**src/rtl/hex_display_pkg.sv**
```systemverilog
// Shared constants for the multiplexed hex display driver: segment widths,
// the hex-to-segment table and digit-count limits.
package hex_display_pkg;

    localparam int SEG_W      = 7;
    localparam int MAX_DIGITS = 8;

    typedef logic [3:0]       nibble_t;
    typedef logic [SEG_W-1:0] seg_t;

    localparam seg_t SEG_BLANK = 7'b0000000;

    // Active-high segment patterns, bit order {d,e,f,a,b,c,g}; entry 15 is the MSB slice.
    localparam logic [15:0][SEG_W-1:0] SEG_TABLE = {
        7'b0111001,  // F
        7'b1111001,  // E
        7'b1100111,  // D
        7'b1111000,  // C
        7'b1110011,  // B
        7'b0111111,  // A
        7'b1011111,  // 9
        7'b1111111,  // 8
        7'b0001110,  // 7
        7'b1111011,  // 6
        7'b1011011,  // 5
        7'b0010111,  // 4
        7'b1001111,  // 3
        7'b1101101,  // 2
        7'b0000110,  // 1
        7'b1111110   // 0
    };

endpackage

```
**src/rtl/hex_seg_encode.sv**
```systemverilog
// Combinational hex nibble to active-high seven-segment pattern lookup.
module hex_seg_encode
    import hex_display_pkg::*;
(
    input  logic [3:0]       i_nibble,
    output logic [SEG_W-1:0] o_seg
);

    nibble_t w_nibble;

    assign w_nibble = i_nibble;
    assign o_seg    = SEG_TABLE[w_nibble];

endmodule

```
**src/rtl/hex_display_mux.sv**
```systemverilog
// Time-multiplexed hex display driver: snapshot register, refresh prescaler
// with one dead cycle per slot, leading-zero blanking and output polarity.
module hex_display_mux
    import hex_display_pkg::*;
#(
    parameter int DIGITS         = 4,
    parameter int REFRESH_DIV    = 1024,
    parameter int SEG_ACTIVE_LOW = 0,
    parameter int DIG_ACTIVE_LOW = 1,
    parameter int BLANK_LEADING  = 1
)
(
    input  logic                  clk,
    input  logic                  resetn,
    input  logic [4*DIGITS-1:0]   data,
    input  logic [DIGITS-1:0]     dp_in,
    input  logic                  load,
    output logic [SEG_W-1:0]      seg,
    output logic                  dp,
    output logic [DIGITS-1:0]     dig
);

    if (DIGITS < 1 || DIGITS > MAX_DIGITS || REFRESH_DIV < 2) begin : g_bad_param
        $error("hex_display_mux: DIGITS must be 1..8 and REFRESH_DIV at least 2");
    end

    localparam int CNT_W = (REFRESH_DIV > 2) ? $clog2(REFRESH_DIV) : 1;
    localparam int IDX_W = (DIGITS > 1) ? $clog2(DIGITS) : 1;

    localparam logic [CNT_W-1:0] CNT_LAST = CNT_W'(REFRESH_DIV - 1);
    localparam logic [IDX_W-1:0] IDX_LAST = IDX_W'(DIGITS - 1);

    localparam logic              SEG_INV = (SEG_ACTIVE_LOW != 0);
    localparam logic              DIG_INV = (DIG_ACTIVE_LOW != 0);
    localparam logic [SEG_W-1:0]  SEG_OFF = SEG_BLANK ^ {SEG_W{SEG_INV}};
    localparam logic [DIGITS-1:0] DIG_OFF = {DIGITS{DIG_INV}};

    logic [CNT_W-1:0]    r_cnt;
    logic [IDX_W-1:0]    r_idx;
    logic [4*DIGITS-1:0] r_snap_data;
    logic [DIGITS-1:0]   r_snap_dp;
    logic [SEG_W-1:0]    r_seg;
    logic                r_dp;
    logic [DIGITS-1:0]   r_dig;

    logic                w_active;
    logic [3:0]          w_nib;
    logic                w_cur_dp;
    logic                w_cur_blank;
    logic                w_nz_above;
    logic [DIGITS-1:0]   w_blank;
    logic [SEG_W-1:0]    w_seg_raw;
    logic [SEG_W-1:0]    w_seg_lvl;
    logic                w_dp_lvl;
    logic [DIGITS-1:0]   w_dig_lvl;

    always_ff @(posedge clk or negedge resetn) begin
        if (!resetn) begin
            r_cnt <= '0;
            r_idx <= '0;
        end else if (r_cnt == CNT_LAST) begin
            r_cnt <= '0;
            r_idx <= (r_idx == IDX_LAST) ? '0 : r_idx + 1'b1;
        end else begin
            r_cnt <= r_cnt + 1'b1;
        end
    end

    always_ff @(posedge clk or negedge resetn) begin
        if (!resetn) begin
            r_snap_data <= '0;
            r_snap_dp   <= '0;
        end else if (load) begin
            r_snap_data <= data;
            r_snap_dp   <= dp_in;
        end
    end

    // A digit is blank when it and every more significant nibble are zero;
    // scanning from the top lets one running OR cover all of them.
    always_comb begin
        w_nz_above = 1'b0;
        w_blank    = '0;
        for (int i = DIGITS - 1; i >= 0; i--) begin
            w_nz_above = w_nz_above | (r_snap_data[i*4 +: 4] != 4'h0);
            w_blank[i] = (BLANK_LEADING != 0) && (i != 0) && !w_nz_above;
        end
    end

    always_comb begin
        w_nib       = 4'h0;
        w_cur_dp    = 1'b0;
        w_cur_blank = 1'b0;
        w_dig_lvl   = '0;
        for (int i = 0; i < DIGITS; i++) begin
            if (r_idx == IDX_W'(i)) begin
                w_nib        = r_snap_data[i*4 +: 4];
                w_cur_dp     = r_snap_dp[i];
                w_cur_blank  = w_blank[i];
                w_dig_lvl[i] = w_active;
            end
        end
    end

    hex_seg_encode u_encode (
        .i_nibble (w_nib),
        .o_seg    (w_seg_raw)
    );

    assign w_active  = (r_cnt != '0);
    assign w_seg_lvl = (w_active && !w_cur_blank) ? w_seg_raw : SEG_BLANK;
    assign w_dp_lvl  = w_active && w_cur_dp;

    always_ff @(posedge clk or negedge resetn) begin
        if (!resetn) begin
            r_seg <= SEG_OFF;
            r_dp  <= SEG_INV;
            r_dig <= DIG_OFF;
        end else begin
            r_seg <= w_seg_lvl ^ {SEG_W{SEG_INV}};
            r_dp  <= w_dp_lvl ^ SEG_INV;
            r_dig <= w_dig_lvl ^ DIG_OFF;
        end
    end

    assign seg = r_seg;
    assign dp  = r_dp;
    assign dig = r_dig;

endmodule

```
**config.mk**
```make
export PLATFORM = sky130hd
export DESIGN_NAME = hex_display_mux
export DESIGN_NICKNAME = d
export VERILOG_FILES = /design/src/rtl/hex_display_pkg.sv /design/src/rtl/hex_seg_encode.sv /design/src/rtl/hex_display_mux.sv
export SDC_FILE = /design/constraint.sdc
export NUM_CORES = 1
export LEC_CHECK = 0
export CAP_MARGIN = 10
export CELL_PAD_IN_SITES_DETAIL_PLACEMENT = 1
export CELL_PAD_IN_SITES_GLOBAL_PLACEMENT = 1
export CORE_MARGIN = 2
export CORE_UTILIZATION = 45
export CTS_BUF_LIST = sky130_fd_sc_hd__clkbuf_8 sky130_fd_sc_hd__clkbuf_16
export DETAILED_ROUTE_END_ITERATION = 12
export PLACE_DENSITY = 0.88
export SLEW_MARGIN = 20
export SYNTH_ARGS = -nofsm -noshare
export SYNTH_HDL_FRONTEND = slang
export SYNTH_SLANG_ARGS = --single-unit
```
**constraint.sdc**
```tcl
create_clock -name clk -period 3.95 [get_ports clk]
set_input_delay 0.9875 -clock clk [delete_from_list [all_inputs] [get_ports clk]]
set_output_delay 0.9875 -clock clk [all_outputs]
set_load 0.05 [all_outputs]
```
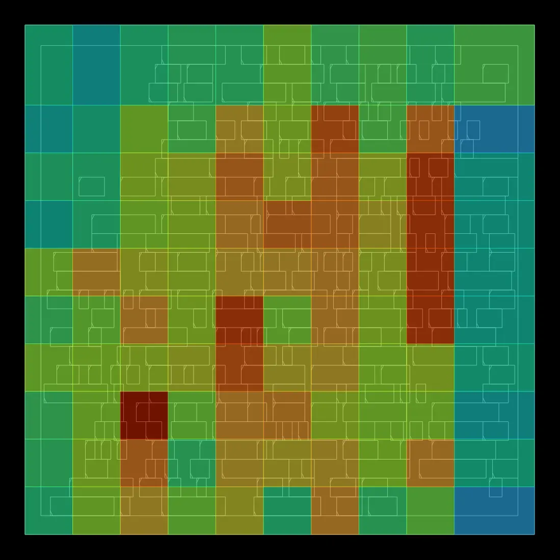
Fig. 1. Congestion heat map (run 1).
Routed WL per cell: 16.25 um
global route hottest layer: met2

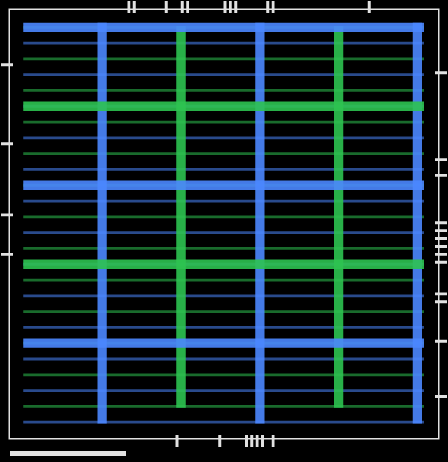
Fig. 2. Power grid (run 1).
Scale bar: 20 um. Pins as bars on the die edge.
| colour | net |
|---|---|
| blue | VSS |
| green | VDD |
met4 straps: 5
met1 rails: 26
core area: 4692 um^2
VDD IR max: 191.3 uV
Die Y: 73.70 um
Die Width: 73.70 um

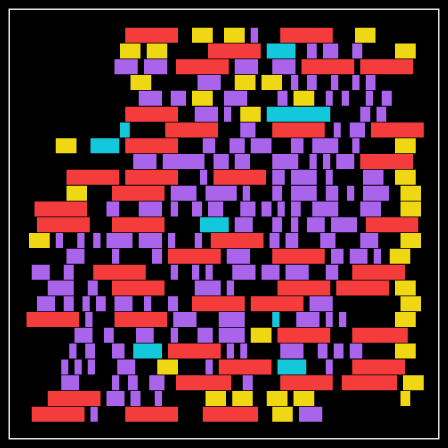
Fig. 3. Placed cells, one colour a class (run 1).
| colour | class | cells | share of their area |
|---|---|---|---|
| purple | remaining logic cells | 148 | 40% |
| red | registers | 44 | 43% |
| cyan | clock drivers and dummy loads | 8 | 4.2% |
| yellow | remaining buffers and delay cells | 34 | 13% |
final core occ: 0.5656
Seq area share: 0.4168

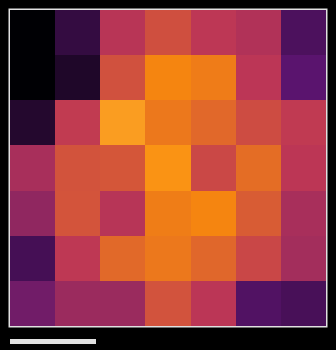
Fig. 4. Cell area per tile (run 1).
Scale bar: 20 um. 7 x 7 tiles, from black (low) to pale yellow (high), 0 to 100% covered.
mean over tiles: 48%
tiles over 75% full: 4.1%
densest ninth of the die: middle
nearly empty tiles: 4.1%

==> flow_summary.json, run 1 <==
{
  "met3_usage": 0.04664,
  "logic_area_um2": 1003,
  "ios": 35,
  "leakagePower_nw": 1.134,
  "power.group.top": "registers",
  "comb_area_share": 0.3781,
  "overflow": 0,
  "synth_warnings": 0,
  "cts_setup_buffers": 0,
  "ys_types": 41,
  "worst-r2r-cell-count": 7,
  "m1WireLength_mm": 1.930,
  "place_ws_ns": 1.291,
  "tap-cell-count": 54,
  "path_buffers": 1,
  "ys_chip_area_um2": 2186,
  "p_seq_mw": 0.503,
  "num_vias": 1584,
  "buf_share": 0.1264,
  "synth_area_per_cell_um2": 10.98,
  "yosysCellCount": 199,
  "met2_length_mm": 2.500,
  "top_cells_by_count": "40 x dfrtp_1, 25 x nand2_1, 19 x mux2_2, 13 x nor2_1, 12 x ha_1",
  "min-delay-start": "r_cnt[9]",
  "path_class": "register to register",
  "status": "complete, no violations",
  "worstSkewPairLatency_ns": 0.31,
  "endpoint": "seg[3]",
  "path_cells": "inv_1 > ha_1 > nand3b_1 > a311oi_2 > nor2_1 > or3_1 > a31oi_1",
  "drtAntennaViolNets": 0,
  "worst-path-stages": 7,
  "antennaDiodeCount": 0,
  "largest_reg_flops": 16,
  "ys_top_logic_family": "simple AND/OR/NAND/NOR gates",
  "cts_sinks": 44,
  "timing.fmax_mhz": 365.8,
  "grt_antenna_before_repair": 0,
  "combPwrFrac": 0.187,
  "internal_power_mw": 0.7536,
  "fin_crit_sh": 0.6921,
  "switching_power_mw": 0.2846
}
Fig. 5: run 1, wires at chosen ports, followed through buffers
Scale bar: 20 um.
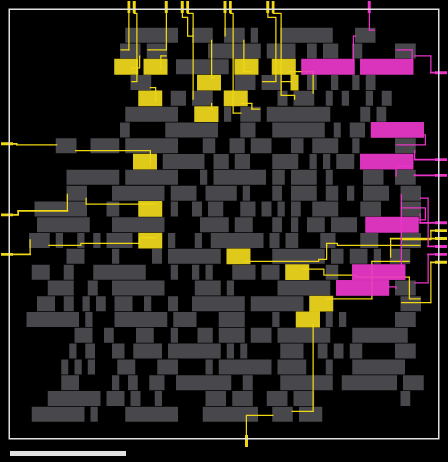

==> run 2: changes to the inputs <==
CORE_UTILIZATION = 42   (was 45)
PLACE_DENSITY = 0.83   (was 0.88)
clock period = 2.55 ns   (was 3.95 ns; I/O delays follow)
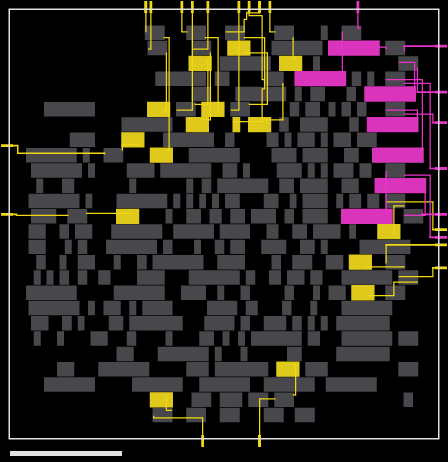
Fig. 6. Wires at chosen ports, followed through buffers (run 2).
Scale bar: 20 um.
| colour | port | bits | direction | edge | end cells | buffers | wire |
|---|---|---|---|---|---|---|---|
| yellow | data | 16 | input | 9 top, 3 right, 2 left, 2 bottom | 16 | 16 | 350 um |
| magenta | seg | 7 | output | 6 right, 1 top | 7 | 7 | 125 um |

==> run 2 against run 1 <==
  * Area after synthesis unchanged
  * Synthesized cell count unchanged
  * Register-to-register slack got worse by 0.96 ns
  * Setup slack got worse by 0.96 ns
  * Clock skew decreased by 0.0038 ns
  * Largest cell class unchanged
  * Largest power group unchanged
==> flow_summary.json, run 2 <==
{
  "status": "complete, no violations",
  "path_cells": "inv_1 > ha_1 > nand2_1 > nor2_1 > a21oi_1 > a21o_1 > inv_1 > ha_1 > or3_1 > a31oi_1",
  "overflow": 0,
  "fp.dieH_um": 76.14,
  "synth_warnings": 0,
  "grt_antenna_before_repair": 0,
  "comb_area_share": 0.3764,
  "fin_crit_sh": 0.9014,
  "worst-path-stages": 10,
  "leakagePower_nw": 1.143,
  "antennaDiodeCount": 0,
  "top_cells_by_count": "40 x dfrtp_1, 25 x nand2_1, 19 x mux2_2, 13 x nor2_1, 12 x ha_1",
  "place_ws_ns": 0.1218,
  "buf_share": 0.1354,
  "timing.fmax_mhz": 435.1,
  "cts_sinks": 44,
  "ys_chip_area_um2": 2186,
  "combPwrFrac": 0.202,
  "synth_area_per_cell_um2": 10.98,
  "p_seq_mw": 0.781,
  "busiest_layer": "met2",
  "coreArea_um2": 5075,
  "ys_top_logic_family": "simple AND/OR/NAND/NOR gates",
  "endpoint": "seg[3]",
  "m1WireLength_mm": 2.084,
  "worstSkewPairLatency_ns": 0.29,
  "ios": 35,
  "path_buffers": 2,
  "internal_power_mw": 1.099,
  "met3_usage": 0.03910,
  "die_w_um": 76.14,
  "wl_per_cell_um": 15.79,
  "num_vias": 1611,
  "path_class": "register to register",
  "met2_length_mm": 2.555,
  "vdd_drop_max_uv": 327.7
}
Power is estimated from default activity; no workload was simulated.
